===== src/rtl/hex_multi_display.sv =====
`default_nettype none
// ============================================================================
//  Module   : hex_multi_display
//  Purpose  : Registered multi-digit seven-segment driver. Captures a value on
//             a load handshake and shows it in hex or decimal (double-dabble)
//             with optional leading-zero blanking and decimal overflow dashes.
//             Segments are active-low, gfedcba ordering.
//  Revision : 1.0  initial release
// ============================================================================
module hex_multi_display #(
    parameter int NUM_DIGITS = 6,
    parameter int WIDTH      = 20
) (
    input  logic                         clk,
    input  logic                         reset,
    input  logic [WIDTH-1:0]             value,
    input  logic                         load,
    input  logic                         dec_mode,
    input  logic                         blank_lz,
    output logic                         ready,
    output logic                         done,
    output logic                         ovf,
    output logic [NUM_DIGITS-1:0][6:0]   hex
);

    // Two spare BCD nibbles above the displayed ones make overflow visible.
    localparam int NIBBLES = NUM_DIGITS + 2;
    localparam int BCD_W   = 4 * NIBBLES;
    localparam int DISP_W  = 4 * NUM_DIGITS;
    localparam int CNT_W   = $clog2(WIDTH + 1);

    localparam logic [6:0]       SEG_BLANK = 7'b1111111;
    localparam logic [6:0]       SEG_DASH  = 7'b0111111;
    localparam logic [CNT_W-1:0] CNT_INIT  = CNT_W'(WIDTH);
    localparam logic [CNT_W-1:0] CNT_LAST  = CNT_W'(1);

    generate
        if (NUM_DIGITS < 1 || NUM_DIGITS > 8 || WIDTH < 1 || WIDTH > 4 * NUM_DIGITS) begin : g_bad_params
            $error("hex_multi_display: illegal NUM_DIGITS/WIDTH combination");
        end
    endgenerate

    typedef enum logic [1:0] {
        IDLE    = 2'd0,
        CONVERT = 2'd1,
        COMMIT  = 2'd2
    } state_t;

    state_t                          state;
    logic [WIDTH-1:0]                data;      // captured value, doubles as the dabble shift register
    logic [BCD_W-1:0]                bcd;
    logic [CNT_W-1:0]                cnt;
    logic                            dec_r;
    logic                            blank_r;

    logic [BCD_W-1:0]                bcd_adj;
    logic [BCD_W-1:0]                bcd_step;
    logic [WIDTH-1:0]                data_step;
    logic [DISP_W-1:0]               disp;
    logic                            over;
    logic                            seen;
    logic [3:0]                      nib;
    logic [NUM_DIGITS-1:0][6:0]      pat;

    function automatic logic [6:0] seg7(input logic [3:0] d);
        logic [6:0] s;
        case (d)
            4'h0: s = 7'b1000000;
            4'h1: s = 7'b1111001;
            4'h2: s = 7'b0100100;
            4'h3: s = 7'b0110000;
            4'h4: s = 7'b0011001;
            4'h5: s = 7'b0010010;
            4'h6: s = 7'b0000010;
            4'h7: s = 7'b1111000;
            4'h8: s = 7'b0000000;
            4'h9: s = 7'b0010000;
            4'hA: s = 7'b0001000;
            4'hB: s = 7'b0000011;
            4'hC: s = 7'b1000110;
            4'hD: s = 7'b0100001;
            4'hE: s = 7'b0000110;
            default: s = 7'b0001110;
        endcase
        return s;
    endfunction

    // One double-dabble step: add 3 to every nibble >= 5, then shift {bcd, data} left.
    always_comb begin
        bcd_adj = bcd;
        for (int i = 0; i < NIBBLES; i++) begin
            if (bcd[4*i +: 4] >= 4'd5) begin
                bcd_adj[4*i +: 4] = bcd[4*i +: 4] + 4'd3;
            end
        end
        {bcd_step, data_step} = {bcd_adj, data} << 1;
    end

    // Digit source selection, overflow detection and blanking for the commit.
    always_comb begin
        disp = '0;
        if (dec_r) begin
            disp = bcd[DISP_W-1:0];
        end else begin
            disp[WIDTH-1:0] = data;
        end
        over = dec_r && (|bcd[BCD_W-1:DISP_W]);
        seen = 1'b0;
        nib  = 4'd0;
        pat  = '0;
        // Scan from the most significant digit so 'seen' marks the first nonzero one.
        for (int i = NUM_DIGITS - 1; i >= 0; i--) begin
            nib  = disp[4*i +: 4];
            seen = seen | (nib != 4'd0);
            if (over) begin
                pat[i] = SEG_DASH;
            end else if (blank_r && !seen && i != 0) begin
                pat[i] = SEG_BLANK;
            end else begin
                pat[i] = seg7(nib);
            end
        end
    end

    // Control FSM with registered handshake and display outputs.
    always_ff @(posedge clk or posedge reset) begin
        if (reset) begin
            state   <= IDLE;
            data    <= '0;
            bcd     <= '0;
            cnt     <= '0;
            dec_r   <= 1'b0;
            blank_r <= 1'b0;
            ready   <= 1'b1;
            done    <= 1'b0;
            ovf     <= 1'b0;
            hex     <= {NUM_DIGITS{SEG_BLANK}};
        end else begin
            done <= 1'b0;
            case (state)
                IDLE: begin
                    if (load) begin
                        data    <= value;
                        dec_r   <= dec_mode;
                        blank_r <= blank_lz;
                        ready   <= 1'b0;
                        if (dec_mode) begin
                            state <= CONVERT;
                            cnt   <= CNT_INIT;
                            bcd   <= '0;
                        end else begin
                            state <= COMMIT;
                        end
                    end
                end
                CONVERT: begin
                    bcd  <= bcd_step;
                    data <= data_step;
                    cnt  <= cnt - 1'b1;
                    if (cnt == CNT_LAST) begin
                        state <= COMMIT;
                    end
                end
                COMMIT: begin
                    hex   <= pat;
                    ovf   <= over;
                    done  <= 1'b1;
                    ready <= 1'b1;
                    state <= IDLE;
                end
                default: begin
                    state <= IDLE;
                    ready <= 1'b1;
                end
            endcase
        end
    end

endmodule
`default_nettype wire

===== config.mk =====
export PLATFORM = sky130hd
export DESIGN_NAME = hex_multi_display
export DESIGN_NICKNAME = d
export VERILOG_FILES = /design/src/rtl/hex_multi_display.sv
export SDC_FILE = /design/constraint.sdc
export NUM_CORES = 1
export LEC_CHECK = 0
export CORE_ASPECT_RATIO = 2
export CORE_MARGIN = 8
export CORE_UTILIZATION = 50
export CTS_CLUSTER_DIAMETER = 60
export DETAILED_ROUTE_END_ITERATION = 10
export HOLD_SLACK_MARGIN = 0.15
export PLACE_DENSITY_LB_ADDON = 0.25
export RECOVER_POWER = 100
export SLEW_MARGIN = 10
export SYNTH_ARGS = -nofsm -noshare
export SYNTH_HDL_FRONTEND = slang
export SYNTH_SLANG_ARGS = --single-unit

===== constraint.sdc =====
create_clock -name clk -period 3.8 [get_ports clk]
set_clock_uncertainty 0.05 [all_clocks]
set_input_delay 0.95 -clock clk [delete_from_list [all_inputs] [get_ports clk]]
set_output_delay 0.95 -clock clk [all_outputs]
set_load 0.02 [all_outputs]

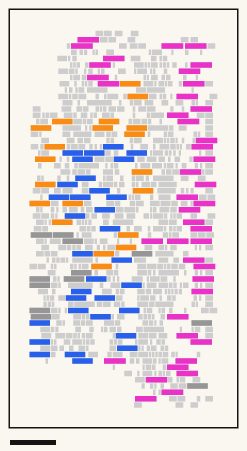
*Sequential cells grouped by signal name, run 1*
Scale bar: 20 um. Other sequential cells in the stronger gray, the rest of the logic in the fainter gray.
- data: orange (flops 20)
- hex: magenta (flops 42)
- bcd: blue (flops 32)
P_seq: 2.30 mW
Finished Core Util: 0.5867

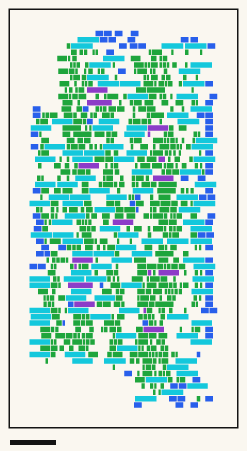
*Placement by cell class, run 1*
Scale bar: 20 um.
- other buffers and delay cells: blue (cells 80; share of their area 10%)
- flops: cyan (cells 106; share of their area 36%)
- clock drivers and dummy loads: purple (cells 16; share of their area 4.1%)
- combinational and other logic: green (cells 560; share of their area 50%)
core area: 13290 um2
num rows: 60
cell area after layout: 7796 um2
Seq/total area: 0.3471

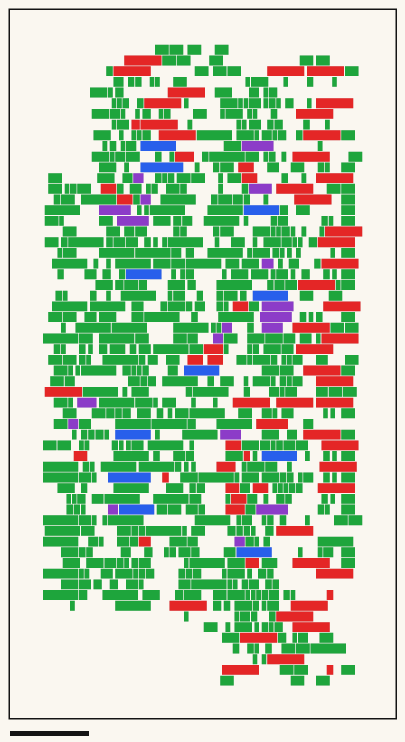
*Sizing map, run 1*
Scale bar: 20 um.
- _6 and larger: blue (cells 11; most used clkbuf_16)
- _3 and _4 cells: purple (cells 18; most used buf_4)
- _0 and _1 cells: green (cells 666; most used nand2_1)
- _2 cells: red (cells 67; most used dfstp_2)
final worst slack: 0.6483 ns
Signal buffers: 80
Layout area overhead: 15.77%

run 1: cell type report:
cell class	instances	area (um2)
well taps	155	193.9
clock inverters	6	81.33
flip-flops and latches	106	2706
multi-input cells	523	3685
fillers	1141	5492
clock buffers	10	229.0
repair buffers	80	760.7
inverters	37	140.1
run 1: kinds of logic (layout without fill, tap and decap cells):
| kind of cell | count (synthesis) | in the layout | share of synthesized area |
|---|---|---|---|
| flip-flops | 106 | 106 | 0.4019 |
| AND/OR/NAND/NOR | 192 | 192 | 0.1275 |
| multiplexers | 53 | 53 | 0.09811 |
| adder cells (fa/ha/maj) | 55 | 55 | 0.1022 |
| XOR/XNOR | 15 | 15 | 0.01951 |
| AND-OR/OR-AND | 208 | 208 | 0.2031 |
| buffers and inverters | 68 | 133 | 0.04775 |
run 1: worst paths after layout:
path | from | end | slack (ns) | cells after the start
max | load | bcd[7]$_DFFE_PP0P_ | 0.65 | 7
min | hex[20]$_DFFE_PP1P_ | hex[20]$_DFFE_PP1P_ | 0.43 | 2
max reg2reg | dec_r$_DFFE_PP0P_ | hex[29]$_DFFE_PP1P_ | 0.70 | 8
min reg2reg | hex[20]$_DFFE_PP1P_ | hex[20]$_DFFE_PP1P_ | 0.43 | 2
max in group asynchronous | reset | bcd[12]$_DFFE_PP0P_ | 0.90 | 3
min in group asynchronous | reset | done$_DFF_PP0_ | 1.09 | 2
run 1: registers in the layout (all words and copies together), names as in the netlist:
register  flops
done          1
data         20
dec_r         1
state         2
bcd          32
ovf           1
hex          42
cnt           5
ready         1
blank_r       1
run 1: report_power, final:
part	total (mW)	switching, mW	internal, mW
logic	4.04	2.33	1.71
registers	2.30	0.515	1.78
clock network	0.985	0.412	0.573
total	7.33	3.26	4.07
run 1: layout by cell type, fill, tap and decap left out, drive strengths merged, types with 10 or more instances in the layout:
master	count
inv	35
clkbuf	14
nor3	13
mux2i	39
dfstp	43
dfrtp	63
o21ai	57
a21oi	45
dlygate4sd3	47
nor2	64
mux2	13
clkdlybuf4s50	22
nand2b	12
xnor2	10
ha	55
o22ai	13
nand2	78
a31oi	14
run 1: tightest hold or removal path: stages, from the launching register on:
cell     delay, ns
dfstp_2       0.37
nand2_1       0.04
o21ai_0       0.06
run 1: per-stage QoR:
step / hold slack (ns) / setup slack [ns] / cells
final: 0.4255 / 0.6483 / 917
after detailed placement: 0.4063 / 0.9400 / 901
after global placement: 0.4037 / 0.9992 / 901
after floorplan: 0.4174 / 0.08227 / 697
after CTS: 0.4165 / 1.158 / 917
after global routing: 0.4491 / 0.4874 / 917
run 1: layer usage:
layer | global-route usage | share of wire | up-vias
met5 | 0 | 0 | -
li1 | - | - | 2626
met1 | 0.2101 | 0.43 | 2596
met4 | 0.06981 | 0.021 | 0
met3 | 0.03483 | 0.042 | 18
met2 | 0.3053 | 0.51 | 106
==> summary.txt, run 1 <==
fraction of layout cells with a size suffix above 1 = 0.1260
Log Warnings = 66
CTS Buf Count = 9
post-DP HPWL = 11.18 mm
Max Root-Sink Buffers = 2
vias in the first global route = 5390
period utilization = 0.8294
vias per cell = 5.830
# DRC = 0
CP max stage cell = clkbuf_1
VDD IR max = 465.0 uV
worst path bufs/invs = 2
crit path max fanout = 17
Synth area leaders = dfrtp_1, dfstp_2, ha_1, nand2_1, mux2i_1
routed length per instance = 16.47 um
routed vias = 5346
Resized cells post-CTS = 0
number of enable flip-flop cells = 0
Late-Pin Clk Latency = 0.35 ns
clock root cell = clkbuf_16
Worst-Margin Slew = 1.330 ns
die area = 17660 um2
Total GRT Usage = 0.1775
crit-path cells = dlygate4sd3_1, nor3b_1, nand2_1, nand2_1, clkbuf_1, o31ai_1, a32o_1
Yosys Chip Area = 6734 um2
Leak = 3.248 nW
Avg Cell Area, Syn = 9.661 um2
# Cells Yosys = 697
commonest cells in the netlist = nand2_1, dfrtp_1, nor2_1
final worst path period need = 3.152 ns
drt initial violations = 209
synth unique cells = 64
# nets final = 837
Design Power = 7.326 mW
RSZ-0062 raised after global routing = false
ys async rst share = 1.000
final weighted congestion in routability-driven placement = 0.8620
first-pass GRT wire length = 25.92 mm
Worst Hold Class = flip-flop to flip-flop
CTS tree = built
I/O Pins = 70
CP startpoint kind = primary input
outcome = finished, final reports clean
Slew Limit Fails = 0
### Routing congestion, run 1

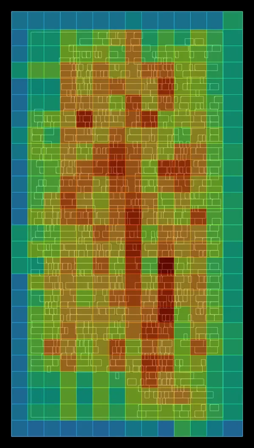

==> run 2, diff against run 1 <==
clock period = 3.2 ns   (was 3.8 ns; I/O delays follow)
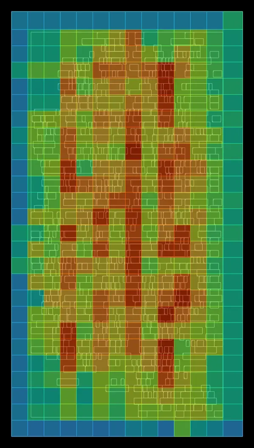
*Routing congestion, run 2*
busiest metal layer after global routing: met2
Finished Core Util: 0.5873
GR Util met1: 0.2074

==> run 2 against run 1 <==
Die area is the same. Synthesized cell count unchanged. Largest cell class unchanged. Clock-buffer cell count did not move. The run now ends with capacitance limit, slew limit left.
==> summary.txt, run 2 <==
Log Warnings = 68
Total GRT Usage = 0.1722
failing checks = capacitance limit, slew limit
period utilization = 0.8669
clock root cell = clkbuf_16
Resized cells post-CTS = 0
RSZ-0062 raised after global routing = false
num rows = 60
post-DP HPWL = 10.95 mm
Top non-seq family = AND-OR/OR-AND gates
outcome = complete, but fails checks
XOR Share, Synth = 0.01951
synth unique cells = 64
max-capacitance violation count = 1
Slew Limit Fails = 25
Leak = 3.237 nW
CTS Buf Count = 9
# nets final = 835
CP startpoint kind = flip-flop
CTS tree = built
pre-CTS worst setup slack = 0.5352 ns
Logic area = 3699 um2
==> run 2: cells by family after synthesis <==
family | after synthesis
muxes | 53
AOI/OAI and AO/OA | 208
buffers and inverters | 68
DFF | 106
xor gates and xnor gates | 15
adders and majority gates | 55
and+or+nand+nor | 192
==> run 2: final timing paths <==
kind / startpoint / end / slack, ns / cells past startpoint
max: dec_r$_DFFE_PP0P_ / hex[14]$_DFFE_PP1P_ / 0.43 / 8
min: hex[20]$_DFFE_PP1P_ / hex[20]$_DFFE_PP1P_ / 0.41 / 2
max reg2reg: dec_r$_DFFE_PP0P_ / hex[14]$_DFFE_PP1P_ / 0.43 / 8
min reg2reg: hex[20]$_DFFE_PP1P_ / hex[20]$_DFFE_PP1P_ / 0.41 / 2
max in group asynchronous: reset / dec_r$_DFFE_PP0P_ / 0.74 / 3
min in group asynchronous: reset / done$_DFF_PP0_ / 1.37 / 3
==> run 2: through the flow <==
| step | instance area, um2 | instances |
|---|---|---|
| final | 7804 | 915 |
| after floorplan | 6738 | 697 |
| after CTS | 7841 | 915 |
| after global routing | 7804 | 915 |
| after detailed placement | 7546 | 899 |
| after global placement | 7546 | 899 |
==> run 2: critical path: cells and delay by family, from the launching register on <==
kind | cells | cell delay, ns
and+or+nand+nor | 3 | 0.71
adders and majority gates | 1 | 0.21
buffers and inverters | 1 | 0.14
AOI/OAI and AO/OA | 2 | 0.42
muxes | 1 | 0.39
DFF | 1 | 0.78
==> run 2: per-layer routing <==
| layer | track usage | vias up | share of wire | routed length (um) |
|---|---|---|---|---|
| li1 | - | 2625 | - | - |
| met2 | 0.2923 | 132 | 0.49 | 7436 |
| met4 | 0.06604 | 0 | 0.023 | 340 |
| met3 | 0.03483 | 17 | 0.049 | 741 |
| met1 | 0.2074 | 2567 | 0.43 | 6549 |
| met5 | 0 | - | 0 | 0 |
==> run 2: power breakdown <==
part | internal, mW | switching, mW
combinational | 2.06 | 2.78
clock | 0.621 | 0.485
sequential | 2.12 | 0.633
==> run 2: layout make-up <==
class / count / share of cell area
repair buffers: 78 / 0.09812
multi-input cells: 523 / 0.4739
clock buffers: 10 / 0.03062
flip-flops and latches: 106 / 0.3470
inverters: 37 / 0.01828
clock inverters: 6 / 0.007215
well taps: 155 / 0.02485
Power is estimated from default activity; no workload was simulated.
